### Placement view

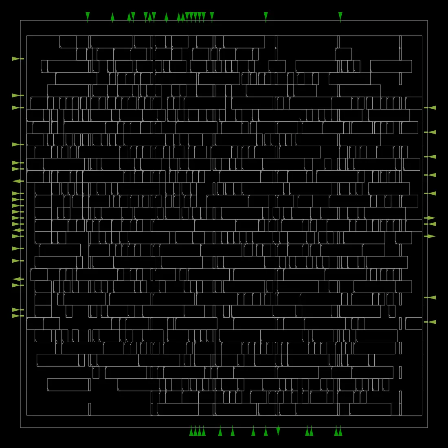
### M2 wires

Cells faint in the background.
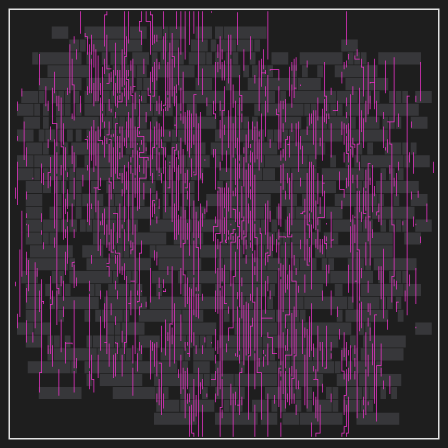
Design sram_piso_reader, sky130hd; sources not shown.
==> notes.md <==
### Run status
• run status: completed

### Layout
• Layout clock buffers: 11
• Inserted Diodes: 0
• non-clk buf share: 11.8%
• Final Cell Area: 5370 um2
• Final #Nets: 660
• post-route insts no fill: 705
• total of plain and repair buffers excluding clock buffers: 64
• most frequently placed logic cells in the final layout: nand2_1, dfrtp_1, clkdlybuf4s50_1
• number of inverters outside the clock class in the layout: 49

### Final timing
• total negative slack for setup checks: 0 ps
• setup repair after global routing missed its margin: no
• Worst Hold Margin: 337 ps

### Worst setup path
• slowest library cell on the worst path: clkdlybuf4s50_1
• category of the most critical setup path: input pin to output pin
• delay of the slowest cell on the worst path: 670 ps
• required time at the worst-slack endpoint: 4760 ps
• buffer and inverter count on the worst path: 3
• number of cell instances on the worst register-to-register path: 10

### Clock tree
• Hold-fix buffers, CTS: 0
• number of sinks handled by clock tree synthesis: 91

### Yosys
• main combinational cell family by area after synthesis: simple AND/OR/NAND/NOR gates
• portion of netlist area occupied by mux cells: 0%
• flip-flop cell with the highest count after synthesis: dfrtp_1
• library cells used by synthesis: 30
• post-synthesis share of cell area spent on xor and xnor gates: 1.71%
• post-synth tally of flip-flops with integrated enable: 0
• Post-Synthesis Cell Area: 4620 um2
• area fraction in compound gates: 8.73%
• post-synth net total: 609
• yosys warning tally: 0
• synthesized area per cell: 8.39 um2

### Die
• Tap Count: 99

### Power
• leakage dissipation: 2.69 nW
• Net Sw Power: 1.06 mW
• Power Density: 485 nW/um2
• share of total power in sequential cells: 43.5%
• Gate power share: 41.5%
• proportion of power drawn by the clock network: 15.1%

### Flow run
• max_cap viols: 0

### Detailed routing
• DRC violation count after routing: 0
• Routed WL per cell: 13.0 um
• number of iterations in the first detailed-routing pass: 6

### GRT
• wire length of the first global-routing pass: 15,900 um
• global-route congestion overflow total: 0

### Worst hold path
• hold path cells: 2

### Place
• post-placement cell count: 689

-- 'Placement view' (at the start) --
placement row count: 31
proportion of cell area occupied by registers: 42.4%

-- 'M2 wires' (at the start) --
longest straight run: 46.2 um
share of all routed wire: 49%
detailed-route wire length: 9150 um
routed vias: 3,695
met2 capacity usage during global routing: 41.7%

-- routing by layer --
layer | GRT usage, % | up-vias | part of all wire (%)
met5 | 0 | - | 0
met3 | 5.64 | 13 | 4.5
met1 | 30.3 | 1751 | 45
met2 | 41.7 | 102 | 49
met4 | 6.05 | 0 | 1.3
li1 | - | 1829 | -
-- per-stage QoR --
step | power, mW | util (%)
finish | 2.60 | 72.5
global route | 2.81 | 72.5
CTS | 2.62 | 72.5
detailed placement | 2.21 | 70.1
global placement | 2.15 | 70.1
floorplan | 1.95 | -
-- cell usage after synthesis (all sizes together), types with 5 or more instances --
cell type / number
nand2: 230
dfrtp: 91
inv: 48
nor2: 44
nand3: 40
a31oi: 30
buf: 19
ha: 9
o21ai: 8
nand4: 7
xor2: 6
clkbuf: 5
or2: 5
Power is estimated from default activity; no workload was simulated.
